File: config.mk
export PLATFORM = sky130hd
export DESIGN_NAME = cpu_load_store
export DESIGN_NICKNAME = d
export VERILOG_FILES = /design/src/rtl/cpu_load_store.sv
export SDC_FILE = /design/constraint.sdc
export NUM_CORES = 1
export LEC_CHECK = 0
export CORE_ASPECT_RATIO = 0.6
export CORE_MARGIN = 4
export CORE_UTILIZATION = 45
export DETAILED_ROUTE_END_ITERATION = 12
export GPL_ROUTABILITY_DRIVEN = 0
export HOLD_SLACK_MARGIN = 0.15
export PLACE_DENSITY = 0.78
export SLEW_MARGIN = 30
export SYNTH_ARGS = -nofsm -noshare
export SYNTH_HDL_FRONTEND = slang
export SYNTH_SLANG_ARGS = --single-unit
File: constraint.sdc
create_clock -name clk -period 3.18 [get_ports clk]
set_input_delay 0.636 -clock clk [delete_from_list [all_inputs] [get_ports clk]]
set_output_delay 0.636 -clock clk [all_outputs]
set_load 0.005 [all_outputs]
File: src/rtl/cpu_load_store.sv
// Memory stage: turns the ALU result into a data-bus access or passes it on,
// aligns/extends load data and emits the register write-back bundle.
module cpu_load_store #(
    parameter int TIMEOUT_CYCLES = 255
) (
    input  logic        clk,
    input  logic        rst_n,
    input  logic        ex_valid,
    output logic        ex_ready,
    input  logic [31:0] ex_result,
    input  logic [31:0] ex_store_data,
    input  logic        ex_mem_read,
    input  logic        ex_mem_write,
    input  logic [2:0]  ex_funct3,
    input  logic [4:0]  ex_rd,
    input  logic        ex_reg_write,
    output logic        mem_req,
    output logic        mem_we,
    output logic [31:0] mem_addr,
    output logic [31:0] mem_wdata,
    output logic [3:0]  mem_wstrb,
    input  logic        mem_ack,
    input  logic [31:0] mem_rdata,
    output logic        wb_valid,
    output logic [4:0]  wb_rd,
    output logic        wb_reg_write,
    output logic [31:0] wb_data,
    output logic        misalign,
    output logic        bus_error
);

    typedef enum logic {IDLE, REQ} state_t;

    state_t      r_state, w_next;
    logic        r_req, r_we;
    logic [31:0] r_addr, r_wdata;
    logic [3:0]  r_wstrb;
    logic [1:0]  r_off;
    logic [2:0]  r_f3;
    logic [4:0]  r_rd;
    logic        r_rw;
    logic [15:0] r_cnt;
    logic        r_wb_valid, r_wb_rw, r_misalign, r_bus_error;
    logic [4:0]  r_wb_rd;
    logic [31:0] r_wb_data;

    logic        w_accept, w_store, w_load, w_mem;
    logic        w_legal, w_misal, w_bad, w_go, w_tmo;
    logic [31:0] w_wdata, w_shift, w_ldata;
    logic [3:0]  w_wstrb;

    assign ex_ready     = (r_state == IDLE);
    assign mem_req      = r_req;
    assign mem_we       = r_we;
    assign mem_addr     = r_addr;
    assign mem_wdata    = r_wdata;
    assign mem_wstrb    = r_wstrb;
    assign wb_valid     = r_wb_valid;
    assign wb_rd        = r_wb_rd;
    assign wb_reg_write = r_wb_rw;
    assign wb_data      = r_wb_data;
    assign misalign     = r_misalign;
    assign bus_error    = r_bus_error;

    // Decode the incoming instruction: legality, alignment and store lanes.
    always_comb begin
        w_accept = ex_valid && (r_state == IDLE);
        w_store  = ex_mem_write;
        w_load   = ex_mem_read && !ex_mem_write;
        w_mem    = w_store || w_load;
        if (w_store)
            w_legal = (ex_funct3 == 3'b000) || (ex_funct3 == 3'b001)
                   || (ex_funct3 == 3'b010);
        else
            w_legal = (ex_funct3 == 3'b000) || (ex_funct3 == 3'b001)
                   || (ex_funct3 == 3'b010) || (ex_funct3 == 3'b100)
                   || (ex_funct3 == 3'b101);
        w_misal = ((ex_funct3[1:0] == 2'b01) && ex_result[0])
               || ((ex_funct3[1:0] == 2'b10) && (ex_result[1:0] != 2'b00));
        w_bad   = w_mem && (!w_legal || w_misal);
        w_go    = w_accept && w_mem && !w_bad;
        w_wdata = ex_store_data;
        w_wstrb = 4'b1111;
        case (ex_funct3[1:0])
            2'b00: begin
                w_wdata = {4{ex_store_data[7:0]}};
                w_wstrb = 4'b0001 << ex_result[1:0];
            end
            2'b01: begin
                w_wdata = {2{ex_store_data[15:0]}};
                w_wstrb = 4'b0011 << ex_result[1:0];
            end
            default: ;
        endcase
    end

    // Shift the read word down to the addressed lane and extend it.
    always_comb begin
        w_shift = mem_rdata >> {r_off, 3'b000};
        case (r_f3)
            3'b000:  w_ldata = {{24{w_shift[7]}}, w_shift[7:0]};
            3'b001:  w_ldata = {{16{w_shift[15]}}, w_shift[15:0]};
            3'b100:  w_ldata = {24'd0, w_shift[7:0]};
            3'b101:  w_ldata = {16'd0, w_shift[15:0]};
            default: w_ldata = mem_rdata;
        endcase
    end

    // Next state: stay in REQ until ack or the timeout budget runs out.
    always_comb begin
        w_next = r_state;
        w_tmo  = (r_state == REQ) && !mem_ack
              && (r_cnt == 16'(TIMEOUT_CYCLES - 1));
        case (r_state)
            IDLE: if (w_go) w_next = REQ;
            REQ:  if (mem_ack || w_tmo) w_next = IDLE;
            default: w_next = IDLE;
        endcase
    end

    // State register.
    always_ff @(posedge clk or negedge rst_n) begin
        if (!rst_n) r_state <= IDLE;
        else        r_state <= w_next;
    end

    // Bus request registers, captured access info and write-back pulses.
    always_ff @(posedge clk or negedge rst_n) begin
        if (!rst_n) begin
            r_req       <= 1'b0;
            r_we        <= 1'b0;
            r_addr      <= '0;
            r_wdata     <= '0;
            r_wstrb     <= '0;
            r_off       <= '0;
            r_f3        <= '0;
            r_rd        <= '0;
            r_rw        <= 1'b0;
            r_cnt       <= '0;
            r_wb_valid  <= 1'b0;
            r_wb_rd     <= '0;
            r_wb_rw     <= 1'b0;
            r_wb_data   <= '0;
            r_misalign  <= 1'b0;
            r_bus_error <= 1'b0;
        end else begin
            r_wb_valid  <= 1'b0;
            r_misalign  <= 1'b0;
            r_bus_error <= 1'b0;
            if (w_accept) begin
                if (!w_mem) begin
                    r_wb_valid <= 1'b1;
                    r_wb_rd    <= ex_rd;
                    r_wb_rw    <= ex_reg_write;
                    r_wb_data  <= ex_result;
                end else if (w_bad) begin
                    r_wb_valid <= 1'b1;
                    r_misalign <= 1'b1;
                    r_wb_rd    <= ex_rd;
                    r_wb_rw    <= 1'b0;
                    r_wb_data  <= '0;
                end else begin
                    r_req   <= 1'b1;
                    r_we    <= w_store;
                    r_addr  <= {ex_result[31:2], 2'b00};
                    r_wdata <= w_store ? w_wdata : 32'd0;
                    r_wstrb <= w_store ? w_wstrb : 4'd0;
                    r_off   <= ex_result[1:0];
                    r_f3    <= ex_funct3;
                    r_rd    <= ex_rd;
                    r_rw    <= w_load && ex_reg_write;
                    r_cnt   <= '0;
                end
            end else if (r_state == REQ) begin
                if (mem_ack) begin
                    r_req      <= 1'b0;
                    r_wb_valid <= 1'b1;
                    r_wb_rd    <= r_rd;
                    r_wb_rw    <= r_rw;
                    r_wb_data  <= r_we ? 32'd0 : w_ldata;
                end else if (w_tmo) begin
                    r_req       <= 1'b0;
                    r_bus_error <= 1'b1;
                    r_wb_valid  <= 1'b1;
                    r_wb_rd     <= r_rd;
                    r_wb_rw     <= 1'b0;
                    r_wb_data   <= '0;
                end else begin
                    r_cnt <= r_cnt + 16'd1;
                end
            end
        end
    end

endmodule

Met3 routing:
(4 px per um)
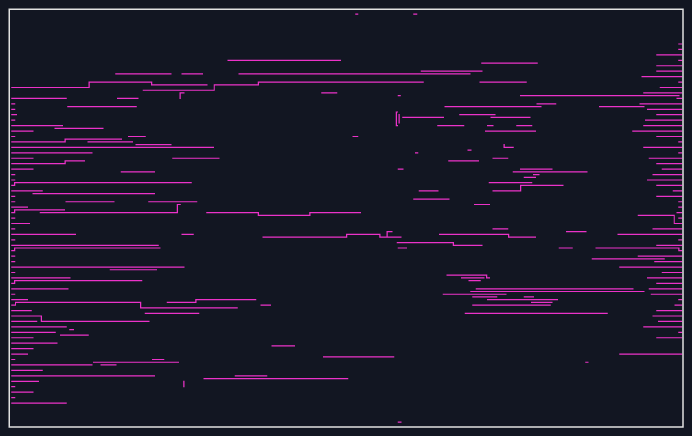
The layer carries 2,240 um of wire. The layer holds 9.9% of the routed length. The longest straight run is 57.7 um.
via count: 6,653
met3 Usage GRT: 9.153%
final WL: 22.55 mm

Where the registers sit:
(3 px per um) Other sequential cells in the stronger grey, the rest of the logic in the fainter grey.
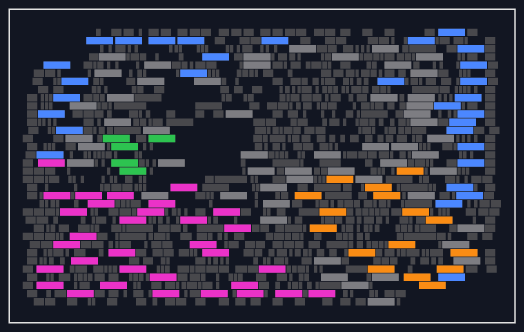
Key: magenta = `mem_wdata` [sequential cells 32]; blue = `mem_addr` [sequential cells 30]; green = `wb_rd` [sequential cells 5, where left middle]; orange = `r_cnt` [sequential cells 16]
fraction of area in registers: 34.59%
fin util: 67.14%
register area: 3428 um^2
Seq group: 2.42 mW

Clock wiring as the flow saved it:
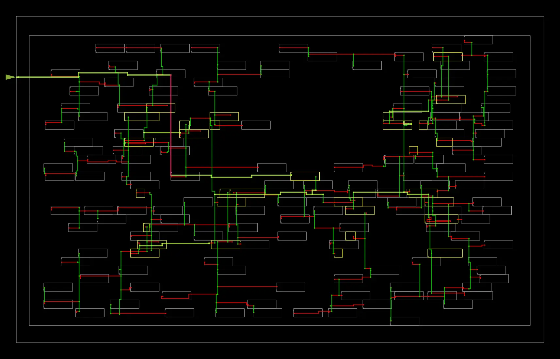
clk_lat worst skew: 0.41 ns
clock network power: 2.07 mW
final clock skew: 0.009577 ns
CTS buffer count: 17

==> out/metrics.csv <==
stage,metric,value,unit
critical_path,path_buffers,2,
routing,met2_length,9.579,mm
grt,grt_usage,25.35,%
cts,post-cts-setup-buffers,0,
cts,clk_pin_slew,0.06,ns
yosys,syn_area_per_cell,8.583,um^2
routing,first_pass_iters,5,
power,cellLeakagePower,4.426,nW
yosys,muxShareOfSynthArea,5.390,%
cells_and_area,nNonClkBuffers,238,
cells_and_area,drive_above_1_share,7.571,%
final_timing,rsz0062_at_grt,no,
grt,grt_pass1_vias,6365,
critical_path,start_kind,primary input,
worst_hold_path,holdCritPathClass,primary input to asynchronous set/reset pin,
status,status,completed,
routing,routed_via_density,5.476,
power,power_frac_clock,32.4,%
yosys,synth_cells,806,
critical_path,critPathTopFamily,AND-OR/OR-AND gates,
grt,grt.busiest_layer,met1,
power,p_sw_share,30.40,%
critical_path,crit_end,wb_data[13],
cells_and_area,clk_share,6.173,%
yosys,synth.distinct_cells,54,
routing,m1WireLength,10.52,mm
floorplan,fp-utilization,46.86,%
placement,post-place-cells,1183,
grt,globalRouteMet2Util,36.51,%
critical_path,r2r_start,r_cnt[0],
grt,overflow,0,
yosys,flop_cell,dfrtp_1,
floorplan,chipWidth,168.1,um
placement,post-place-ws,0.4441,ns
floorplan,dieArea,17490,um^2
yosys,yosys_area,6918,um^2
floorplan,ioPinCount,223,
yosys,most_common_cell,nand2_1,
routing,drtAntennaViolNets,0,
critical_path,crit_slowest_cell,clkdlybuf4s50_1,
yosys,xor_share,1.393,%
cells_and_area,seq_cell_count,137,
cells_and_area,comb_share,32.22,%
placement,dpl_cell_area,9299,um^2
critical_path,cp.required,3.51,ns
final_timing,max_freq,431.3,MHz
routing,routed.top_layer,met4,
Power and IR drop assume default switching activity.
